<file path="config.mk">
export PLATFORM = sky130hd
export DESIGN_NAME = mul_seq_flat
export DESIGN_NICKNAME = d
export VERILOG_FILES = /design/src/rtl/mul_seq_if.sv /design/src/rtl/mul_seq.sv /design/src/flat_wrapper.sv
export SDC_FILE = /design/constraint.sdc
export NUM_CORES = 1
export LEC_CHECK = 0
export ABC_AREA = 0
export CORE_UTILIZATION = 54
export DETAILED_ROUTE_END_ITERATION = 8
export PLACE_DENSITY = 0.8
export SYNTH_ARGS = -nofsm -noshare
export SYNTH_HDL_FRONTEND = slang
export SYNTH_SLANG_ARGS = --single-unit
export TNS_END_PERCENT = 1
</file>
<file path="constraint.sdc">
create_clock -name clk -period 2.4 [get_ports clk]
set_input_delay 0.36 -clock clk [delete_from_list [all_inputs] [get_ports clk]]
set_output_delay 0.36 -clock clk [all_outputs]
set_load 0.05 [all_outputs]
</file>
<file path="src/rtl/mul_seq_if.sv">
// Operand/result bundle for the sequential 4x4 multiplier.
// Both sides use a valid/ready handshake, and there is no clock in the bundle.
// The master drives the operands and out_ready. The slave drives the product and status.
interface mul_seq_if;
    logic [3:0] a;
    logic [3:0] b;
    logic       in_valid;
    logic       in_ready;
    logic [7:0] y;
    logic       out_valid;
    logic       out_ready;
    logic       busy;

    // Upstream requester / product consumer
    modport master (
        output a, b, in_valid, out_ready,
        input  in_ready, y, out_valid, busy
    );

    // Multiplier side
    modport slave (
        input  a, b, in_valid, out_ready,
        output in_ready, y, out_valid, busy
    );
endinterface

</file>
<file path="src/rtl/mul_seq.sv">
// Sequential 4x4 unsigned shift-add multiplier with valid/ready on both sides (optional macro MUL_ZERO_SKIP_EN).
// Latency is 4 edges from the accept edge to out_valid. With MUL_ZERO_SKIP_EN and a zero operand, out_valid rises right after the accept edge.
// Backpressure: DONE holds y/out_valid stable until out_ready, and no new operands are taken before then.
module mul_seq (
    input  logic       clk,
    input  logic       rst,
    mul_seq_if.slave   bus
);

    typedef enum logic [1:0] {
        S_IDLE = 2'd0,
        S_CALC = 2'd1,
        S_DONE = 2'd2
    } state_t;

    state_t     r_state;
    state_t     w_state_nxt;

    logic [7:0] r_mcand;     // multiplicand, shifted left each bit
    logic [3:0] r_mplier;    // multiplier, consumed LSB first
    logic [7:0] r_acc;       // partial sum; 15*15 = 225 fits in 8 bits
    logic [1:0] r_cnt;       // bit index being processed in CALC
    logic [7:0] r_y;         // last completed product

    logic       w_accept;
    logic       w_deliver;
    logic       w_last;
    logic       w_zero;
    logic [7:0] w_addend;
    logic [7:0] w_acc_sum;
    logic       w_in_ready;
    logic       w_out_valid;
    logic       w_busy;

    assign w_accept  = bus.in_valid  & (r_state == S_IDLE);
    assign w_deliver = bus.out_ready & (r_state == S_DONE);
    assign w_last    = (r_cnt == 2'd3);
    assign w_addend  = r_mplier[0] ? r_mcand : 8'h00;
    assign w_acc_sum = r_acc + w_addend;

`ifdef MUL_ZERO_SKIP_EN
    // A zero operand makes the product known at acceptance, so CALC can be bypassed.
    assign w_zero = (bus.a == 4'd0) | (bus.b == 4'd0);
`else
    assign w_zero = 1'b0;
`endif

    // State register; reset wins over any handshake in the same cycle
    always_ff @(posedge clk) begin
        if (rst) begin
            r_state <= S_IDLE;
        end else begin
            r_state <= w_state_nxt;
        end
    end

    // Next-state selection
    always_comb begin
        w_state_nxt = r_state;
        case (r_state)
            S_IDLE: begin
                if (w_accept) begin
                    w_state_nxt = w_zero ? S_DONE : S_CALC;
                end
            end
            S_CALC: begin
                if (w_last) begin
                    w_state_nxt = S_DONE;
                end
            end
            S_DONE: begin
                if (w_deliver) begin
                    w_state_nxt = S_IDLE;
                end
            end
            default: w_state_nxt = S_IDLE;
        endcase
    end

    // Handshake/status outputs decoded from state; accept and deliver are mutually exclusive
    always_comb begin
        w_in_ready  = 1'b0;
        w_out_valid = 1'b0;
        w_busy      = 1'b0;
        case (r_state)
            S_IDLE: w_in_ready = 1'b1;
            S_CALC: w_busy     = 1'b1;
            S_DONE: begin
                w_out_valid = 1'b1;
                w_busy      = 1'b1;
            end
            default: w_in_ready = 1'b0;
        endcase
    end

    assign bus.in_ready  = w_in_ready;
    assign bus.out_valid = w_out_valid;
    assign bus.busy      = w_busy;
    assign bus.y         = r_y;

    // Datapath: load the operands on accept, then add and shift one multiplier bit per CALC cycle
    always_ff @(posedge clk) begin
        if (rst) begin
            r_mcand  <= 8'h00;
            r_mplier <= 4'h0;
            r_acc    <= 8'h00;
            r_cnt    <= 2'd0;
            r_y      <= 8'h00;
        end else if (w_accept) begin
            r_mcand  <= {4'b0000, bus.a};
            r_mplier <= bus.b;
            r_acc    <= 8'h00;
            r_cnt    <= 2'd0;
            if (w_zero) begin
                r_y <= 8'h00;
            end
        end else if (r_state == S_CALC) begin
            r_acc    <= w_acc_sum;
            r_mcand  <= {r_mcand[6:0], 1'b0};
            r_mplier <= {1'b0, r_mplier[3:1]};
            r_cnt    <= r_cnt + 2'd1;
            if (w_last) begin
                // The final partial sum goes straight to y, so DONE shows the product on entry.
                r_y <= w_acc_sum;
            end
        end
    end

endmodule

</file>
<file path="src/flat_wrapper.sv">
// flat-port wrapper written by rule: the top's interface ports become plain ports
module mul_seq_flat 
  (clk, rst, bus_a, bus_b, bus_in_valid, bus_out_ready, bus_in_ready, bus_y, bus_out_valid, bus_busy);
  mul_seq_if bus_i ();
  input  logic clk;
  input  logic rst;
  input wire logic [$bits(bus_i.a)-1:0] bus_a;
  input wire logic [$bits(bus_i.b)-1:0] bus_b;
  input wire logic [$bits(bus_i.in_valid)-1:0] bus_in_valid;
  input wire logic [$bits(bus_i.out_ready)-1:0] bus_out_ready;
  output wire logic [$bits(bus_i.in_ready)-1:0] bus_in_ready;
  output wire logic [$bits(bus_i.y)-1:0] bus_y;
  output wire logic [$bits(bus_i.out_valid)-1:0] bus_out_valid;
  output wire logic [$bits(bus_i.busy)-1:0] bus_busy;
  assign bus_i.a = bus_a;
  assign bus_i.b = bus_b;
  assign bus_i.in_valid = bus_in_valid;
  assign bus_i.out_ready = bus_out_ready;
  assign bus_in_ready = bus_i.in_ready;
  assign bus_y = bus_i.y;
  assign bus_out_valid = bus_i.out_valid;
  assign bus_busy = bus_i.busy;
  mul_seq u_core (.clk(clk), .rst(rst), .bus(bus_i));
endmodule
</file>
==> flow_summary_export.csv <==
group,metric,value,unit
logic_synthesis,ys_async_sr_fraction,0,
logic_synthesis,syn_avg_cell_area,8.71,sq um
min_path,hold-path-endpoint,"u_core.bus.y[3]$_SDFFE_PP0P_",
logic_synthesis,top_reg_cell_synth,"sky130_fd_sc_hd__dfxtp_1",
drt,routed_wl,3830,microns
logic_synthesis,synth_top_area_share,0.373,
finish,syn_to_final_growth,20.1,%
logic_synthesis,yosys_register_bits,32,
setup_path,worstReg2RegStart,"u_core.r_mplier[0]$_SDFFE_PP0P_",
setup_path,timing_worst_setup_path_type,"reg -> out",
power,leakage,0.810,nW
logic_synthesis,post_synth_inst_count,197,
timing,hold_viol,0,
min_path,holdPathStages,2,
cts,insertion_delay,330,ps
logic_synthesis,synth.yosys.num_cells,197,
setup_path,critPathCaptureType,"primary output",
drt,drtPass1Iterations,4,
place,place_congestion,0.795,
drt,drt_first_iter_violations,87,
power,total_power_draw,1.72,mW
run,tool_warnings,30,
cts,cts_tree,"yes",
cts,ctsHtreeMaxLevel,2,
place,portBuffers,22,
timing,setup_clock_skew_after_layout,11.4,ps
min_path,min_path_type,"reg -> reg",
logic_synthesis,ys_area,0.00172,sq mm
power,p_per_area,834,mW/mm^2
setup_path,worst-endpoint-required,2040,ps
floorplan,io_pins,23,
min_path,min-delay-start,"u_core.bus.y[3]$_SDFFE_PP0P_",
timing,fin_tns_setup,0,ps
drt,postRouteAntennaNets,0,
setup_path,worst_r2r_setup_slack,290,ps
place,dp_hpwl,2790,microns
logic_synthesis,netlist_top_cells_area,"sky130_fd_sc_hd__dfxtp_1 (37%), sky130_fd_sc_hd__ha_1 (9.5%), sky130_fd_sc_hd__mux2i_1 (9.3%)",
setup_path,timing.reg2reg.worst_path_depth,9,
drt,vias_per_instance,5.54,
finish,lay_top_cells,"sky130_fd_sc_hd__dfxtp_1 (32), sky130_fd_sc_hd__nor2_1 (23), sky130_fd_sc_hd__clkdlybuf4s50_1 (22), sky130_fd_sc_hd__nand2_1 (17), sky130_fd_sc_hd__mux2i_1 (16)",
run_status,status,"complete, no violations",
timing,slew_headroom,0.440,
finish,nets,249,
grt,number_of_global_route_vias_before_repair,1371,
floorplan,fp_util,0.567,
cts,cts_buffers,5,
grt,globalRoute.totalOverflow,0,
finish,post_route_cells_drive_above_1_share,0.0714,
finish,final_layout_top_logic_cell,"sky130_fd_sc_hd__dfxtp_1",
finish,finish.cell_count_without_fillers,268,
logic_synthesis,netlist.top_cell.by_area,"sky130_fd_sc_hd__dfxtp_1",
grt,grt_use_total,0.244,
finish,final_standard_cell_utilization_of_the_core,0.681,
timing,rsz0062_at_grt,"false",
finish,num_antenna_cells,0,
grt,grt_max_degree,23,
run,max-cap-violations,0,
setup_path,crit_path_start_kind,"flip-flop",
logic_synthesis,ys_warn_count,0,
setup_path,worstPathMaxFanout,6,
timing,timing_max_transition_violations_final,0,
drt,routed-via-count,1485,
setup_path,worstSetupStartpoint,"u_core.r_state[0]$_SDFFE_PP0P_",
timing,finalCriticalPeriod,2290,ps
logic_synthesis,post_synth_num_cell_types,34,
timing,max_slew.worst_pin.slew,839,ps
timing,timing.final.crit_share,0.954,
logic_synthesis,yosys.stat.seqShare,0.373,
place,post-place-cells,260,
cts,worst_setup_hold_path_clk_slew,100,ps
floorplan,floorplan.die_area,0.00341,sq mm
-- critical path, stage by stage (launching register included) --
cell,delay [ps]
sky130_fd_sc_hd__dfxtp_1,350
sky130_fd_sc_hd__inv_1,120
sky130_fd_sc_hd__ha_1,290
sky130_fd_sc_hd__clkdlybuf4s50_1,840
-- kinds of logic (layout without fill, tap and decap cells) --
kind of cell,Yosys count,count (layout),share of synthesized area
adder cells (fa/ha/maj),14,14,0.106
AND/OR/NAND/NOR,74,74,0.221
multiplexers,16,16,0.0934
flip-flops,32,32,0.373
XOR/XNOR,5,5,0.0255
buffers and inverters,19,46,0.0438
AND-OR/OR-AND,37,37,0.136
-- area by class of cell --
cell class	instances	area (sq um)
tap	44	55.1
inverter	10	37.5
timing repair buffer	28	265
sequential	32	641
fill	251	967
multi-input combinational	146	1000
clock buffer	8	58.8
-- metal layers --
metal,track usage,routed length (microns)
met5,0,0
met2,0.407,1820
met4,0.0884,38
met3,0.0681,165
met1,0.302,1800
-- how the worst max path moves through the flow --
stage	end	slack, ps	cells past startpoint
after global placement	u_core.r_acc[6]$_SDFFE_PP0P_	430	9
after global routing	bus_in_ready	20	3
after detailed placement	u_core.bus.y[6]$_SDFFE_PP0P_	240	9
after floorplan	u_core.r_acc[5]$_SDFFE_PP0P_	500	8
after CTS	bus_in_ready	100	3
final	bus_in_ready	110	3
-- flip-flops by register name, summed over array words and instances (netlist names) --
register         count
u_core.bus.y         8
u_core.r_acc         8
u_core.r_cnt         2
u_core.r_mcand       8
u_core.r_mplier      4
u_core.r_state       2
-- report_power, final --
part / switching, mW / internal (mW)
clock network: 0.181 / 0.145
logic: 0.431 / 0.302
registers: 0.0589 / 0.601
-- synth_stat cells (all sizes together), types with 2 or more instances --
master	number
nor2b	3
nand2	17
buf	4
and2	8
and3b	2
or4	2
nor3	2
xnor2	3
dfxtp	32
inv	10
a21oi	10
clkbuf	5
nor4b	3
ha	13
nand3b	4
o21ai	11
a211oi	10
xor2	2
mux2i	16
nor2	24
a31oi	2
nand3	6
-- metrics by stage --
| step | cell area (sq um) | setup slack (ps) |
|---|---|---|
| finish | 2060 | 111 |
| global route | 2060 | 19.2 |
| floorplan | 1720 | 503 |
| CTS | 2060 | 98.8 |
| detailed placement | 2000 | 238 |
| global placement | 2000 | 433 |
-- what timing repair did --
item | CTS | global route
endpoints found under the setup margin | 0 | 1
resized | 0 | 1
hold buffers | 0 | 0
Figure 1. Clock routing.
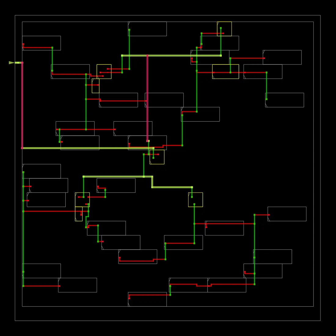
power in the clock group: 0.325 mW
total clock sinks: 32
seq_cells: 32

Figure 2. Metal layers overlaid.
Scale: 8 px per micron.
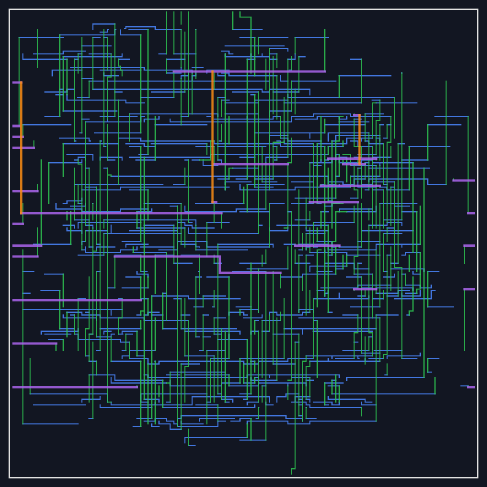
Orange is M4, wire length 38.8 microns. Green is M2, wire length 1820 microns. Blue is M1, wire length 1800 microns. Purple is M3, wire length 165 microns.

Figure 3. PDN straps and rails.
Scale: 6 px per micron. Pins as bars on the die edge.
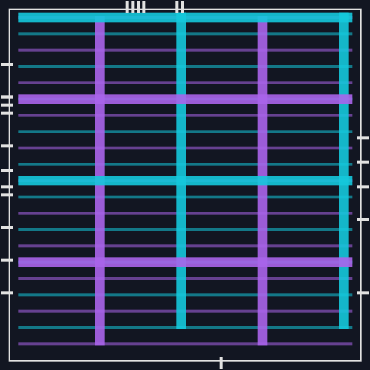
Purple is VSS. Cyan is VDD.
23 signal pins sit on the boundary. 4 straps on met5. 21 met1 rails follow the rows.
Die Wd: 58.4 microns
peak ir drop on the vdd network: 0.922 mV
area of the core: 0.00303 sq mm
die boundary height: 58.4 microns

Figure 4. Gate-type map.
Scale: 4 px per micron.
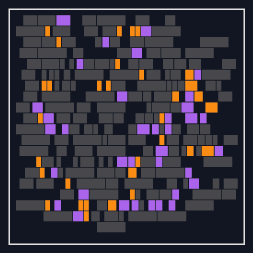
Purple is aoi and oai cells, cells 36, most used a211oi_1. Orange is nor cells, cells 32, most used nor2_1, where widely spread.

Figure 5. Routed clock nets over the placement.
Scale: 4 px per micron.
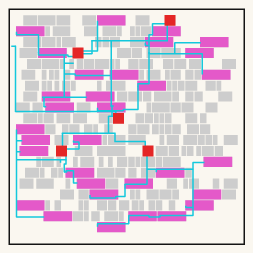
Red is clock-net drivers, count 5. Cyan is clock wires, length 419 microns. Magenta is flip-flops, count 32.
Position of the flops: widely spread. There are 6 routed clock nets.

Power figures rest on the tool's default switching activity, not on a simulated workload.
